Met1 routing:
The bar under the picture is 20 um long.
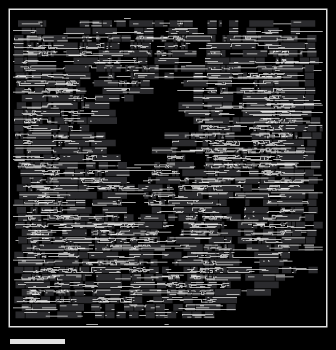
M2 wires:
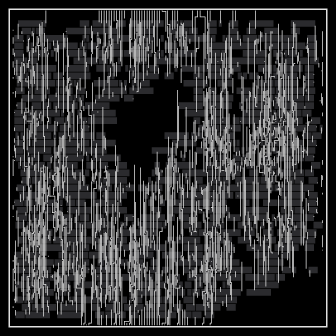
The metal 3 layer:
The bar under the picture is 20 um long.
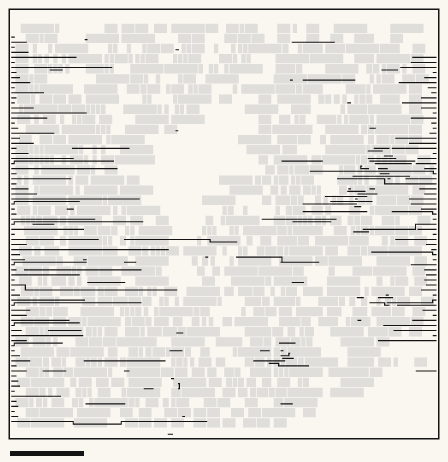
Cell placement:
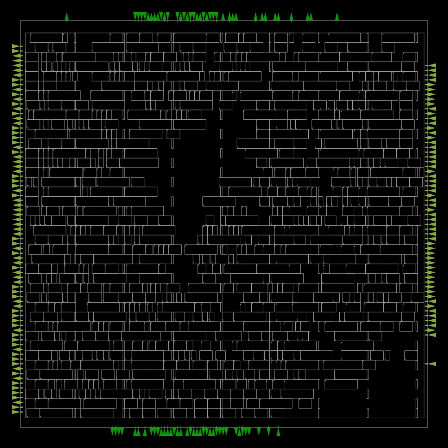
Sequential cells coloured by netlist name:
Other sequential cells in the stronger grey, the rest of the logic in the fainter grey.
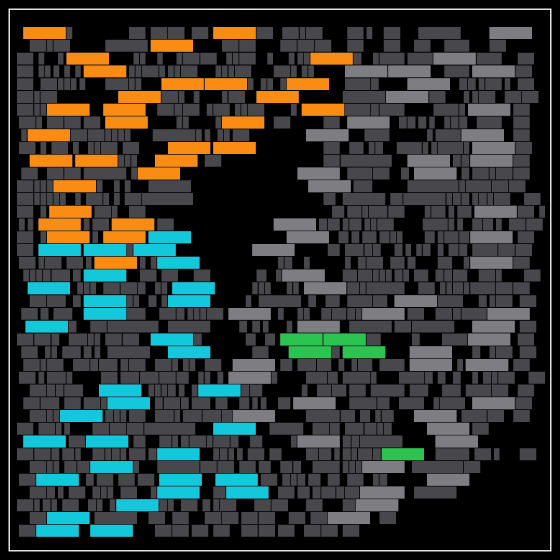
--- config.mk ---
export PLATFORM = sky130hd
export DESIGN_NAME = wb_lsu
export DESIGN_NICKNAME = d
export VERILOG_FILES = /design/src/rtl/wb_lsu.sv
export SDC_FILE = /design/constraint.sdc
export NUM_CORES = 1
export LEC_CHECK = 0
export CORE_UTILIZATION = 45
export DETAILED_ROUTE_END_ITERATION = 10
export PLACE_DENSITY = 0.79
export RECOVER_POWER = 25
export SYNTH_ARGS = -nofsm -noshare
export SYNTH_HDL_FRONTEND = slang
export SYNTH_SLANG_ARGS = --single-unit
--- constraint.sdc ---
create_clock -name i_clk -period 2.8 [get_ports i_clk]
set_clock_uncertainty 0.15 [all_clocks]
set_input_delay 0.56 -clock i_clk [delete_from_list [all_inputs] [get_ports i_clk]]
set_output_delay 0.56 -clock i_clk [all_outputs]
set_load 0.01 [all_outputs]
--- src/rtl/wb_lsu.sv ---
// -----------------------------------------------------------------------------
// wb_lsu : load/store unit between the core memory stage and a Wishbone
// classic data port.
//
// Takes one RISC-V style load/store request at a time (size/sign in funct3),
// builds byte-lane selects and lane-replicated write data, runs a single
// Wishbone classic cycle, then extracts and extends the load result.
// Misaligned or illegal requests complete without touching the bus.
//
// Ports
//   i_clk, i_reset_n      clock (rising edge), asynchronous active-low reset
//   i_req/i_we/i_addr/i_wdata/i_funct3
//                         core request, accepted when o_ready=1
//   o_ready               idle, can accept a request
//   o_done                one-cycle completion pulse
//   o_rdata               extended load result, held until the next o_done
//   o_misalign, o_err     completion status, valid with o_done
//   o_wb_*                registered Wishbone master outputs
//   i_wb_ack, i_wb_rdata  Wishbone slave response (ack may be combinational)
// -----------------------------------------------------------------------------
module wb_lsu #(
    parameter int unsigned TIMEOUT_CYCLES = 16
) (
    input  logic        i_clk,
    input  logic        i_reset_n,
    input  logic        i_req,
    input  logic        i_we,
    input  logic [31:0] i_addr,
    input  logic [31:0] i_wdata,
    input  logic [2:0]  i_funct3,
    output logic        o_ready,
    output logic        o_done,
    output logic [31:0] o_rdata,
    output logic        o_misalign,
    output logic        o_err,
    output logic [31:0] o_wb_addr,
    output logic        o_wb_cyc,
    output logic        o_wb_stb,
    output logic        o_wb_we,
    output logic [3:0]  o_wb_sel,
    output logic [31:0] o_wb_wdata,
    input  logic        i_wb_ack,
    input  logic [31:0] i_wb_rdata
);

    localparam int CNT_W = (TIMEOUT_CYCLES < 2) ? 1 : $clog2(TIMEOUT_CYCLES + 1);

    typedef enum logic [1:0] {
        S_IDLE = 2'd0,
        S_BUS  = 2'd1,
        S_RESP = 2'd2
    } state_t;

    state_t           r_state;
    logic             r_ready;
    logic             r_done;
    logic             r_misalign;
    logic             r_err;
    logic [31:0]      r_rdata;
    logic [31:0]      r_wb_addr;
    logic             r_wb_cyc;
    logic             r_wb_stb;
    logic             r_wb_we;
    logic [3:0]       r_wb_sel;
    logic [31:0]      r_wb_wdata;
    logic [2:0]       r_funct3;
    logic [1:0]       r_off;
    logic [CNT_W-1:0] r_cnt;

    logic             w_illegal;
    logic             w_misalign;
    logic [3:0]       w_sel;
    logic [31:0]      w_wdata;
    logic [CNT_W-1:0] w_cnt_inc;
    logic             w_timeout;

    // Pick the addressed byte/half out of the bus word and extend it.
    function automatic logic [31:0] extract(input logic [2:0]  funct3,
                                            input logic [1:0]  off,
                                            input logic [31:0] data);
        logic [7:0]  b;
        logic [15:0] h;
        b = 8'(data >> {off, 3'b000});
        h = 16'(data >> {off[1], 4'b0000});
        case (funct3)
            3'b000:  extract = {{24{b[7]}}, b};
            3'b100:  extract = {24'd0, b};
            3'b001:  extract = {{16{h[15]}}, h};
            3'b101:  extract = {16'd0, h};
            default: extract = data;
        endcase
    endfunction

    // Request decode: legality, alignment, lane selects and write data.
    always_comb begin
        w_illegal  = i_we ? (i_funct3 > 3'd2)
                          : (i_funct3 == 3'd3 || i_funct3 == 3'd6 || i_funct3 == 3'd7);
        w_misalign = ((i_funct3[1:0] == 2'd1) && i_addr[0]) ||
                     ((i_funct3[1:0] == 2'd2) && (i_addr[1:0] != 2'b00));
        w_sel      = 4'b1111;
        w_wdata    = i_wdata;
        case (i_funct3[1:0])
            2'd0: begin
                w_sel   = 4'b0001 << i_addr[1:0];
                w_wdata = {4{i_wdata[7:0]}};
            end
            2'd1: begin
                w_sel   = i_addr[1] ? 4'b1100 : 4'b0011;
                w_wdata = {2{i_wdata[15:0]}};
            end
            default: begin
                w_sel   = 4'b1111;
                w_wdata = i_wdata;
            end
        endcase
        if (!i_we) begin
            w_wdata = 32'd0;
        end
    end

    // The count compares against the cycle now ending, so the strobe stays
    // up for exactly TIMEOUT_CYCLES cycles before being dropped.
    assign w_cnt_inc = r_cnt + 1'b1;
    assign w_timeout = (TIMEOUT_CYCLES != 0) && (w_cnt_inc == CNT_W'(TIMEOUT_CYCLES));

    always_ff @(posedge i_clk or negedge i_reset_n) begin
        if (!i_reset_n) begin
            r_state    <= S_IDLE;
            r_ready    <= 1'b1;
            r_done     <= 1'b0;
            r_misalign <= 1'b0;
            r_err      <= 1'b0;
            r_rdata    <= 32'd0;
            r_wb_addr  <= 32'd0;
            r_wb_cyc   <= 1'b0;
            r_wb_stb   <= 1'b0;
            r_wb_we    <= 1'b0;
            r_wb_sel   <= 4'd0;
            r_wb_wdata <= 32'd0;
            r_funct3   <= 3'd0;
            r_off      <= 2'd0;
            r_cnt      <= '0;
        end else begin
            case (r_state)
                S_IDLE: begin
                    if (i_req) begin
                        r_ready <= 1'b0;
                        if (w_illegal) begin
                            r_err   <= 1'b1;
                            r_done  <= 1'b1;
                            r_rdata <= 32'd0;
                            r_state <= S_RESP;
                        end else if (w_misalign) begin
                            r_misalign <= 1'b1;
                            r_done     <= 1'b1;
                            r_rdata    <= 32'd0;
                            r_state    <= S_RESP;
                        end else begin
                            r_wb_addr  <= {i_addr[31:2], 2'b00};
                            r_wb_we    <= i_we;
                            r_wb_sel   <= w_sel;
                            r_wb_wdata <= w_wdata;
                            r_wb_cyc   <= 1'b1;
                            r_wb_stb   <= 1'b1;
                            r_funct3   <= i_funct3;
                            r_off      <= i_addr[1:0];
                            r_cnt      <= '0;
                            r_state    <= S_BUS;
                        end
                    end
                end
                S_BUS: begin
                    // Ack takes priority over a timeout in the same cycle.
                    if (i_wb_ack) begin
                        r_wb_cyc <= 1'b0;
                        r_wb_stb <= 1'b0;
                        if (!r_wb_we) begin
                            r_rdata <= extract(r_funct3, r_off, i_wb_rdata);
                        end
                        r_done  <= 1'b1;
                        r_state <= S_RESP;
                    end else if (w_timeout) begin
                        r_wb_cyc <= 1'b0;
                        r_wb_stb <= 1'b0;
                        r_err    <= 1'b1;
                        r_rdata  <= 32'd0;
                        r_done   <= 1'b1;
                        r_state  <= S_RESP;
                    end else begin
                        r_cnt <= w_cnt_inc;
                    end
                end
                S_RESP: begin
                    r_done     <= 1'b0;
                    r_err      <= 1'b0;
                    r_misalign <= 1'b0;
                    r_ready    <= 1'b1;
                    r_state    <= S_IDLE;
                end
                default: begin
                    r_state <= S_IDLE;
                    r_ready <= 1'b1;
                end
            endcase
        end
    end

    assign o_ready    = r_ready;
    assign o_done     = r_done;
    assign o_rdata    = r_rdata;
    assign o_misalign = r_misalign;
    assign o_err      = r_err;
    assign o_wb_addr  = r_wb_addr;
    assign o_wb_cyc   = r_wb_cyc;
    assign o_wb_stb   = r_wb_stb;
    assign o_wb_we    = r_wb_we;
    assign o_wb_sel   = r_wb_sel;
    assign o_wb_wdata = r_wb_wdata;

endmodule

==> flow_metrics.tcl <==
# place-and-route summary
set metrics [dict create \
    outcome "completed" \
    cts_max_path_buffers 2 \
    grt.total_usage_pct 26.7 \
    rsz0062_at_grt "no" \
    utilization_pct 70.9 \
    final_hold_viol_count 0 \
    synth-main-ff-cell "dfrtp_1" \
    num-nets-final 918 \
    setup_ws_ps 497 \
    grt_pass1_vias 5405 \
    peakVddDrop_mv 0.611 \
    hp-class "reg2reg" \
    cts_setup_buffers 0 \
    die_w_um 115 \
    setup_viol 0 \
    clock_buffers 21 \
    crit_required_ps 2950 \
    period_used_pct 82.2 \
    reg2reg_to "o_rdata[1]$_DFFE_PN0P_" \
    crit_path_end_kind "flop" \
    maxSlewHeadroom_pct 20.4 \
    fp.dieH_um 115 \
    dp.cells 961 \
    max_freq_mhz 434 \
    cts_resized 0 \
    drc 0 \
    top_usage_layer "met2" \
    swShare_pct 33.2 \
    path_cells "dlygate4sd3_1 > nor2_1 > a311o_1 > nor3_4 > buf_12 > mux2_2" \
    arrival_ps 2450 \
    synthTopCellsByArea "dfrtp_1, nand2_1, mux2_4, mux2_2, o21ai_0" \
    drtIter0Drc 441 \
    power-top-group "combinational logic" \
    crit_start "i_req" \
    crit_fanout 32 \
    max_cap_viol_count 0 \
    htree_levels 4 \
    nNonClkInverters 35 \
    grt_max_degree 66 \
    slew_violations 0 \
    combGateArea_mm2 0.00253 \
    fp_util_pct 46.9 \
    cts_made_buffers 17 \
    warnings 26 \
    r2r_start "r_cnt[0]$_DFFE_PN0P_" \
    period_minus_slack_ps 2300 \
    synth.most_common_cell "nand2_1" \
    start_kind "input pin" \
    dieArea_mm2 0.0132 \
    clock-sinks 116 \
    yosysChipArea_mm2 0.00575 \
    synth_flops 116 \
    buf_share_pct 26.1 \
    dp_hpwl_um 11900 \
    avgSynthCellArea_um2 9.51 \
    combPwrFrac_pct 40.8 \
    clk_share_pct 7.54 \
    placementRows 40 \
    whs_ps 319 \
    fin_area_mm2 0.00870 \
    comb_cells 416 \
    common_cells "nand2_1, dfrtp_1, inv_1, o21ai_0, mux2_4" \
    largest_class "sequential cells" \
    placed_cell_area_mm2 0.00804 \
    ys_seq_share_pct 50.5 \
    power.internal_uw 5980 \
    edf_count 0 \
    n_tap_cell 168 \
    cp_slowest_cell "dlygate4sd3_1" \
    numPortBuffers 208 \
    critPathKind "in2reg" \
    dr_wl_met2_um 8210 \
    ctsHoldBuffers 1 \
    synthCells 605 \
    grt_pass1_wl_um 26800 \
    clk-insertion-delay-late_ps 420 \
    path_buffers 2 \
    wl_met1_um 6500 \
    via_per_inst 5.30 \
    cts_tree "yes" \
    antenna_found_initial 0 \
    r2r_cells 6 \
    overflow 0 \
]
## Picture notes: 'met1 routing'
longest straight run: 23.0 um
share of all routed wire: 39%
main direction: horizontal
wire length on this layer: 6500 um
nets with wire on the layer: 788
M1 GR Usage: 30.4%
final wirelength: 16800 um
DR vias: 5271

## Picture notes: 'M2 wires'
longest straight run: 38.2 um
share of all routed wire: 49%
GRT met2 Usage: 44.8%

## Picture notes: 'the metal 3 layer'
nets with wire on the layer: 177
wire length on this layer: 1580 um
GRT met3 Usage: 8.91%

## Picture notes: 'cell placement'
CORE AREA: 0.0123 mm2
fraction of area in registers: 33.4%

## Picture notes: 'sequential cells coloured by netlist name'
[orange] o_wb_addr | flops: 30
[green] r_cnt | flops: 5
[cyan] o_wb_wdata | flops: 32
register area: 0.00290 mm2
Seq. pwr: 2870 uW

==> worst min-delay path by stage <==
stage	start	end	slack, ps	cells after the start
after floorplan	i_reset_n	o_done$_DFFE_PN0P_	110	0
after global placement	i_reset_n	o_rdata[6]$_DFFE_PN0P_	220	1
after detailed placement	i_reset_n	o_rdata[6]$_DFFE_PN0P_	220	1
after CTS	o_wb_wdata[8]$_DFFE_PN0P_	o_wb_wdata[8]$_DFFE_PN0P_	320	2
after global routing	o_wb_wdata[8]$_DFFE_PN0P_	o_wb_wdata[8]$_DFFE_PN0P_	340	2
final	o_wb_wdata[8]$_DFFE_PN0P_	o_wb_wdata[8]$_DFFE_PN0P_	320	2
==> cells by family (layout without fill, tap and decap cells) <==
family	after synthesis	in the layout	share of synthesized area (%)
and+or+nand+nor	247	247	17.9
DFF	116	116	50.5
AOI/OAI and AO/OA	105	105	11.8
buffers and inverters	74	294	5.83
muxes	59	59	13.5
xor gates and xnor gates	2	2	0.304
adders and majority gates	1	1	0.217
other	1	2	0.0652
==> tightest hold or removal path: stages (launching register included) <==
cell	delay (ps)
dfrtp_1	340
nand2_1	50
nand2_1	50
==> cell usage in the layout, fill, tap and decap left out, types with 2 or more instances in the layout <==
cell type        count
a21oi_1             22
a221oi_1             8
a22o_1               3
a31oi_1              3
buf_12               4
buf_4               13
bufinv_16            6
clkbuf_1             4
clkbuf_16           17
clkdlybuf4s50_1    206
clkinv_2             5
conb_1               2
dfrtp_1            115
dlygate4sd3_1        2
inv_1               33
mux2_2              21
mux2_4              29
mux2i_1              8
nand2_1            186
nand2b_1             4
nand3_1             18
nor2_1              18
nor3_1               9
nor3_4               2
o211ai_1            11
o21ai_0             33
o22ai_1              6
o2bb2ai_1            2
or2_2                2
Power figures rest on the tool's default switching activity, not on a simulated workload.
